<file path="config.mk">
export PLATFORM = sky130hd
export DESIGN_NAME = muldiv_seq
export DESIGN_NICKNAME = d
export VERILOG_FILES = /design/src/rtl/muldiv_seq.sv
export SDC_FILE = /design/constraint.sdc
export NUM_CORES = 1
export LEC_CHECK = 0
export CAP_MARGIN = 10
export CORE_MARGIN = 8
export CORE_UTILIZATION = 60
export CTS_CLUSTER_SIZE = 28
export DETAILED_ROUTE_END_ITERATION = 8
export PLACE_DENSITY = 0.83
export SETUP_SLACK_MARGIN = 0.15
export SYNTH_ARGS = -nofsm -noshare
export SYNTH_HDL_FRONTEND = slang
export SYNTH_SLANG_ARGS = --single-unit
</file>
<file path="constraint.sdc">
create_clock -name clk -period 5.9 [get_ports clk]
set_input_delay 0.59 -clock clk [delete_from_list [all_inputs] [get_ports clk]]
set_output_delay 0.59 -clock clk [all_outputs]
set_load 0.02 [all_outputs]
</file>
<file path="src/rtl/muldiv_seq.sv">
`default_nettype none
// ============================================================================
// Module      : muldiv_seq
// Description : Iterative XLEN-bit unsigned multiplier / divider for an
//               in-order pipeline. Shift-add MUL (low half), restoring
//               DIVU/REMU, one iteration per cycle, pipeline stall/flush.
// Revision    : 1.0 - initial release
// ============================================================================
module muldiv_seq #(
  parameter int XLEN = 32
) (
  input  logic            clk,
  input  logic            rst,
  input  logic            start,
  input  logic [1:0]      op,
  input  logic [XLEN-1:0] rs1,
  input  logic [XLEN-1:0] rs2,
  input  logic            flush,
  output logic            busy,
  output logic            stall,
  output logic            done,
  output logic [XLEN-1:0] result
);

  localparam logic [1:0] OP_MUL  = 2'b00;
  localparam logic [1:0] OP_DIVU = 2'b01;
  localparam logic [1:0] OP_REMU = 2'b10;
  localparam logic [1:0] OP_RSV  = 2'b11;

  // Counter value of the final iteration.
  localparam logic [5:0] LAST_ITER = 6'(XLEN - 1);

  typedef enum logic [1:0] {
    S_IDLE = 2'd0,
    S_CALC = 2'd1,
    S_DONE = 2'd2
  } state_t;

  state_t          state;
  state_t          state_nxt;
  logic [5:0]      cnt;
  logic [1:0]      op_q;
  // MUL : a_q = shifting multiplicand, b_q = shifting multiplier, acc_q = product
  // DIV : a_q = divisor, b_q = dividend shifting out / quotient shifting in,
  //       acc_q = partial remainder
  logic [XLEN-1:0] a_q;
  logic [XLEN-1:0] b_q;
  logic [XLEN-1:0] acc_q;
  logic [XLEN-1:0] result_q;

  logic            accept;
  logic            div_op;
  logic            div_by_zero;
  logic            short_path;
  logic [XLEN-1:0] mul_sum;
  logic [XLEN:0]   rem_shift;
  logic [XLEN:0]   rem_diff;
  logic            no_borrow;
  logic [XLEN-1:0] final_val;

  // Rst gates acceptance so stall stays low throughout reset.
  assign accept      = (state == S_IDLE) & start & ~flush & ~rst;
  assign div_op      = (op == OP_DIVU) | (op == OP_REMU);
  assign div_by_zero = div_op & (rs2 == '0);
  assign short_path  = div_by_zero | (op == OP_RSV);

  // One shift-add step and one restoring-division step.
  assign mul_sum   = acc_q + (b_q[0] ? a_q : '0);
  assign rem_shift = {acc_q, b_q[XLEN-1]};
  assign rem_diff  = rem_shift - {1'b0, a_q};
  assign no_borrow = ~rem_diff[XLEN];

  // State register.
  always_ff @(posedge clk or posedge rst) begin
    if (rst) begin
      state <= S_IDLE;
    end else begin
      state <= state_nxt;
    end
  end

  // Next-state decode; flush always wins and returns to IDLE.
  always_comb begin
    state_nxt = state;
    case (state)
      S_IDLE: begin
        if (accept) begin
          state_nxt = short_path ? S_DONE : S_CALC;
        end
      end
      S_CALC: begin
        if (flush) begin
          state_nxt = S_IDLE;
        end else if (cnt == LAST_ITER) begin
          state_nxt = S_DONE;
        end
      end
      S_DONE:  state_nxt = S_IDLE;
      default: state_nxt = S_IDLE;
    endcase
  end

  // Operand load on acceptance, then one iteration per CALC cycle.
  always_ff @(posedge clk or posedge rst) begin
    if (rst) begin
      cnt   <= '0;
      op_q  <= OP_MUL;
      a_q   <= '0;
      b_q   <= '0;
      acc_q <= '0;
    end else if (accept) begin
      cnt  <= '0;
      op_q <= op;
      if (op == OP_RSV) begin
        a_q   <= '0;
        b_q   <= '0;
        acc_q <= '0;
      end else if (div_by_zero) begin
        // Quotient of all ones, remainder equal to the dividend.
        a_q   <= rs2;
        b_q   <= '1;
        acc_q <= rs1;
      end else if (op == OP_MUL) begin
        a_q   <= rs1;
        b_q   <= rs2;
        acc_q <= '0;
      end else begin
        a_q   <= rs2;
        b_q   <= rs1;
        acc_q <= '0;
      end
    end else if (state == S_CALC) begin
      cnt <= cnt + 6'd1;
      if (op_q == OP_MUL) begin
        acc_q <= mul_sum;
        a_q   <= {a_q[XLEN-2:0], 1'b0};
        b_q   <= {1'b0, b_q[XLEN-1:1]};
      end else if (no_borrow) begin
        acc_q <= rem_diff[XLEN-1:0];
        b_q   <= {b_q[XLEN-2:0], 1'b1};
      end else begin
        acc_q <= rem_shift[XLEN-1:0];
        b_q   <= {b_q[XLEN-2:0], 1'b0};
      end
    end
  end

  // Select the finished value for the latched operation.
  always_comb begin
    final_val = '0;
    case (op_q)
      OP_MUL:  final_val = acc_q;
      OP_DIVU: final_val = b_q;
      OP_REMU: final_val = acc_q;
      default: final_val = '0;
    endcase
  end

  // Commit the result at the end of an unflushed done cycle.
  always_ff @(posedge clk or posedge rst) begin
    if (rst) begin
      result_q <= '0;
    end else if (done) begin
      result_q <= final_val;
    end
  end

  assign busy  = (state == S_CALC);
  assign stall = accept | busy;
  assign done  = (state == S_DONE) & ~flush;
  // The new value is visible in the done cycle itself; a flushed done cycle
  // keeps showing the previously committed value.
  assign result = done ? final_val : result_q;

endmodule
`default_nettype wire

</file>
==> impl_metrics.env, run 1 <==
# physical design summary
export IMPL_outcome="finished clean"
export IMPL_most_common_cell="a21oi_1"
export IMPL_ff2ff_path_depth=13
export IMPL_irDropWorstVdd_mv=0.556
export IMPL_hold_path_startpoint="state[0]"
export IMPL_initial_utilization_pct=60.7
export IMPL_final_min_clock_period_ns=4.48
export IMPL_rsz0062_at_grt="false"
export IMPL_synthCells=1572
export IMPL_synthAdderAreaFrac_pct=7.40
export IMPL_critical_path_top_delay_family="AND-OR/OR-AND gates"
export IMPL_diodes=0
export IMPL_ys_ff=138
export IMPL_finalHoldViolCount=0
export IMPL_synth_area_per_cell_um2=7.44
export IMPL_crit_buf_inv=2
export IMPL_setup_viol=0
export IMPL_warnings=27
export IMPL_dr_pass1_iters=6
export IMPL_clk_path_buf_depth=2
export IMPL_worst_pin_slew_ns=1.20
export IMPL_design_power_total_mw=8.47
export IMPL_cts_buffers=17
export IMPL_simple_gate_share_pct=23.9
export IMPL_synthAoiAreaFrac_pct=26.0
export IMPL_hold_buffers=0
export IMPL_synth_seq_area_share_pct=29.5
export IMPL_post_cts_resized=0
export IMPL_die_area_mm2=0.0242
export IMPL_topCellsByArea="dfrtp_1, a21oi_1, ha_1, nand2_1, nor2_1"
export IMPL_gp_congestion=0.994
export IMPL_fin_crit_sh_pct=75.9
export IMPL_crit_end="acc_q[8]"
export IMPL_placed_cells=1856
export IMPL_hold_ws_ns=0.483
export IMPL_final_area_mm2=0.0134
export IMPL_worstHoldEndpoint="state[1]"
export IMPL_fillers=1649
export IMPL_row_count=51
export IMPL_max_freq_mhz=223
export IMPL_max_stage_delay_ns=0.94
export IMPL_grt_pass1_wl_um=63100
export IMPL_critPathCaptureType="flop"
export IMPL_fin_skew_ns=0.0116
export IMPL_path_max_fanout=38
export IMPL_slew_headroom_pct=20.1
==> run 1: state kept, by name, indices dropped and copies added, names as in the netlist <==
| name | cells |
|---|---|
| state | 2 |
| b_q | 32 |
| result_q | 32 |
| op_q | 2 |
| a_q | 32 |
| acc_q | 32 |
| cnt | 6 |
==> run 1: where the power goes <==
| group | switching (mW) | internal [mW] | total, mW |
|---|---|---|---|
| Clock | 0.486 | 0.567 | 1.05 |
| Sequential | 0.546 | 1.37 | 1.92 |
| Combinational | 3.23 | 2.27 | 5.50 |
| Total | 4.26 | 4.21 | 8.47 |
==> run 1: cell type report <==
class                   instances  share of cell area (%)
inverters                      56                    1.60
clock inverters                14                   0.942
flip-flops and latches        138                    25.7
well taps                     265                    2.47
repair buffers                121                    8.71
multi-input cells            1276                    57.3
clock buffers                  18                    3.27
==> run 1: logic make-up (layout without fill, tap and decap cells) <==
| group | Yosys count | after routing |
|---|---|---|
| simple gates | 592 | 592 |
| xor+xnor | 50 | 50 |
| buf+inv | 158 | 209 |
| flops | 138 | 138 |
| mux | 49 | 49 |
| compound gates | 517 | 517 |
| fa+ha+maj | 68 | 68 |
==> run 1: layout by cell type, fill, tap and decap left out, types with 44 or more instances in the layout <==
cell type	Yosys	routed
nor2_1	173	171
o21ai_0	73	73
ha_1	66	65
inv_1	56	54
a21oi_1	247	247
clkdlybuf4s50_1	0	104
nand2_1	191	190
dfrtp_1	138	138
a31oi_1	44	44
mux2i_1	46	46
==> run 1: metal layers <==
metal  vias up  share of wire (%)  track usage [%]
li1       5666                  -                -
met1      5757                 41             47.4
met2       824                 42             46.2
met3       120                 13             8.59
met4         2                3.5             13.2
met5         -              0.022                0
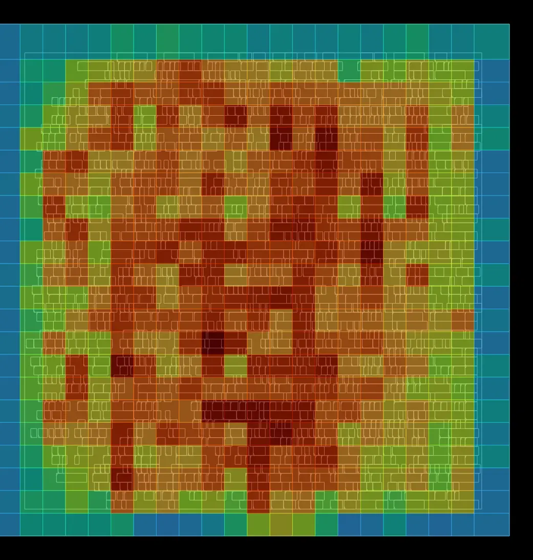
run_1/congestion.png
Routed wire per std cell: 21.3 µm
post-layout util: 69.6%
busiest grt layer: met1

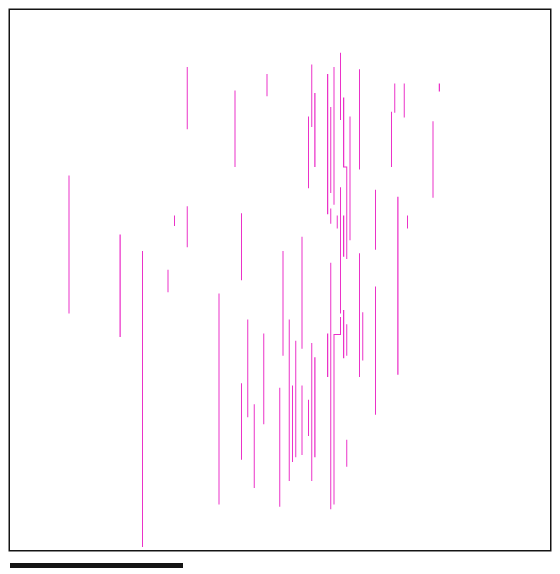
run_1/layer_met4.png
Bar = 50 µm.
share of all routed wire = 3.5%
longest straight run = 85.0 µm
wire length on this layer = 1420 µm
vias: 12369
Post-Route WL: 40200 µm

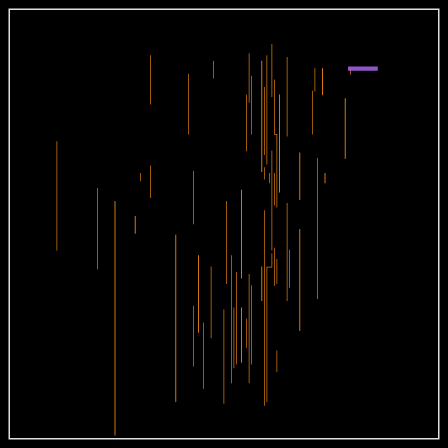
run_1/wires.png
Two of the layers only.
metal 5 -> purple  # wire length 9.20 µm
metal 4 -> orange  # wire length 1420 µm

--- run 2 (diff from run 1) ---
==> constraint.sdc (replaced) <==
create_clock -name clk -period 4.3 [get_ports clk]
set_input_delay 0.43 -clock clk [delete_from_list [all_inputs] [get_ports clk]]
set_output_delay 0.43 -clock clk [all_outputs]
set_load 0.02 [all_outputs]
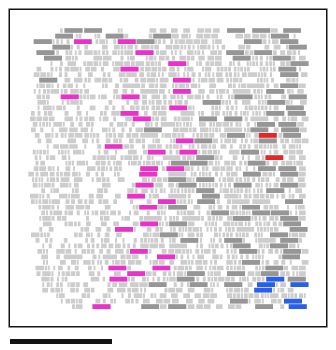
run_2/flops_by_reg.png
Bar = 50 µm. Other sequential cells in the stronger grey, the rest of the logic in the fainter grey.
op_q -> red  # placed flops 2
cnt -> blue  # placed flops 6, where south-east
acc_q -> magenta  # placed flops 32, where a vertical strip down the middle
not coloured = 98

==> run 2 against run 1 <==
Clock power up 36%. Global-route usage down 0.31 points. Critical endpoint is now acc_q[12]. First-iteration DRC count up 5.2%. Core utilization up 0.83 points.
==> impl_metrics.env, run 2 <==
# physical design summary
export IMPL_cts_htree_levels=4
export IMPL_rsz0062_at_grt="false"
export IMPL_crit_buf_inv=2
export IMPL_synth_seq_area_share_pct=29.5
export IMPL_placed_cells=1873
export IMPL_gp_congestion=0.984
export IMPL_diodes=0
export IMPL_fin_skew_ns=0.00978
export IMPL_ys_ff=138
export IMPL_synth_area_per_cell_um2=7.44
export IMPL_die_area_mm2=0.0242
export IMPL_lay_top_count="a21oi_1"
export IMPL_vias=12465
export IMPL_grtUsageTotal_pct=32.7
export IMPL_final_area_mm2=0.0136
export IMPL_setup_viol=0
export IMPL_p_seq_share_pct=22.7
export IMPL_slew_headroom_pct=35.0
export IMPL_clk_path_buf_depth=2
export IMPL_top_area_share_pct=29.5
export IMPL_hold_buffers=0
export IMPL_final_min_clock_period_ns=3.88
export IMPL_place_ws_ns=0.389
export IMPL_p_clk_share_pct=12.2
export IMPL_most_common_cell="a21oi_1"
export IMPL_tns_ns=0
export IMPL_switching_share_pct=50.3
export IMPL_post_cts_resized=0
export IMPL_hold_path_startpoint="state[0]"
export IMPL_vias_per_cell=6.54
export IMPL_power_internal_mw=5.85
export IMPL_layout_top_cells="a21oi_1, nand2_1, nor2_1"
export IMPL_critical_path_top_delay_family="AND-OR/OR-AND gates"
export IMPL_grt_pass1_wl_um=62600
export IMPL_max_freq_mhz=258
export IMPL_largest_area_cell="dfrtp_1"
export IMPL_reg2reg_slack_ns=0.42
export IMPL_buffer_ports_inserted=104
export IMPL_topCellsByArea="dfrtp_1, a21oi_1, ha_1, nand2_1, nor2_1"
export IMPL_finalHoldViolCount=0
export IMPL_syn_to_final_growth_pct=16.1
export IMPL_fin_util_pct=70.4
export IMPL_dr_pass1_iters=8
export IMPL_outcome="finished clean"
export IMPL_hold_ws_ns=0.490
export IMPL_design_power_total_mw=11.8
export IMPL_irDropWorstVdd_mv=0.504
export IMPL_fin_crit_sh_pct=90.3
export IMPL_critPathCaptureType="flop"
export IMPL_ff2ff_path_depth=13
export IMPL_startpoint_type="flop"
export IMPL_worst_pin_slew_ns=0.975
export IMPL_core_area_mm2=0.0193
export IMPL_cts_buffers=17
export IMPL_max_stage_delay_ns=0.51
export IMPL_drt_wl_total_um=40500
export IMPL_synth_area_mm2=0.0117
export IMPL_initial_utilization_pct=60.7
export IMPL_row_count=51
export IMPL_avgRoutedWirePerCell_um=21.3
export IMPL_warnings=27
export IMPL_combPwrFrac_pct=65.1
export IMPL_path_max_fanout=19
export IMPL_synthCells=1572
export IMPL_worstHoldEndpoint="state[1]"
export IMPL_power_switching_mw=5.93
export IMPL_crit_arrival_ns=4.19
## run 2: power groups by stage
stage	Combinational, mW	Clock, mW	Sequential, mW
floorplan	5.61	0	2.30
global placement	7.36	0	2.61
detailed placement	7.47	0	2.63
CTS	7.52	1.43	2.62
global route	8.39	1.49	2.73
finish	7.67	1.43	2.67
## run 2: worst max path at each step
stage                        from        end  slack (ns)  cells past startpoint
after global placement     b_q[0]  acc_q[31]        0.39                     11
after global routing      b_q[31]  acc_q[12]        0.23                     13
after floorplan               rst     a_q[0]        0.17                      1
after CTS                  b_q[0]  acc_q[31]        0.35                     11
after detailed placement   b_q[0]  acc_q[31]        0.39                     11
final                     b_q[31]  acc_q[12]        0.42                     13
## run 2: per-layer routing
| layer | vias up | wire [µm] | track usage, % |
|---|---|---|---|
| li1 | 5717 | - | - |
| met1 | 5821 | 17200 | 47.0 |
| met2 | 817 | 17000 | 46.9 |
| met3 | 110 | 5100 | 7.95 |
| met4 | 0 | 1210 | 11.3 |
| met5 | - | 0 | 0 |
## run 2: final cells by class
cell class,instances,area (µm²)
clock buffers,18,439
clock inverters,14,126
fillers,1609,5700
inverters,56,215
multi-input cells,1276,7690
flip-flops and latches,138,3450
well taps,265,332
repair buffers,138,1320
## run 2: logic make-up (layout without fill, tap and decap cells)
logic type | after synthesis | in the layout | share of synthesized area [%]
fa+ha+maj | 68 | 68 | 7.40
flops | 138 | 138 | 29.5
mux | 49 | 49 | 4.23
buf+inv | 158 | 226 | 5.17
xor+xnor | 50 | 50 | 3.74
simple gates | 592 | 592 | 23.9
compound gates | 517 | 517 | 26.0
Power and IR drop assume default switching activity.
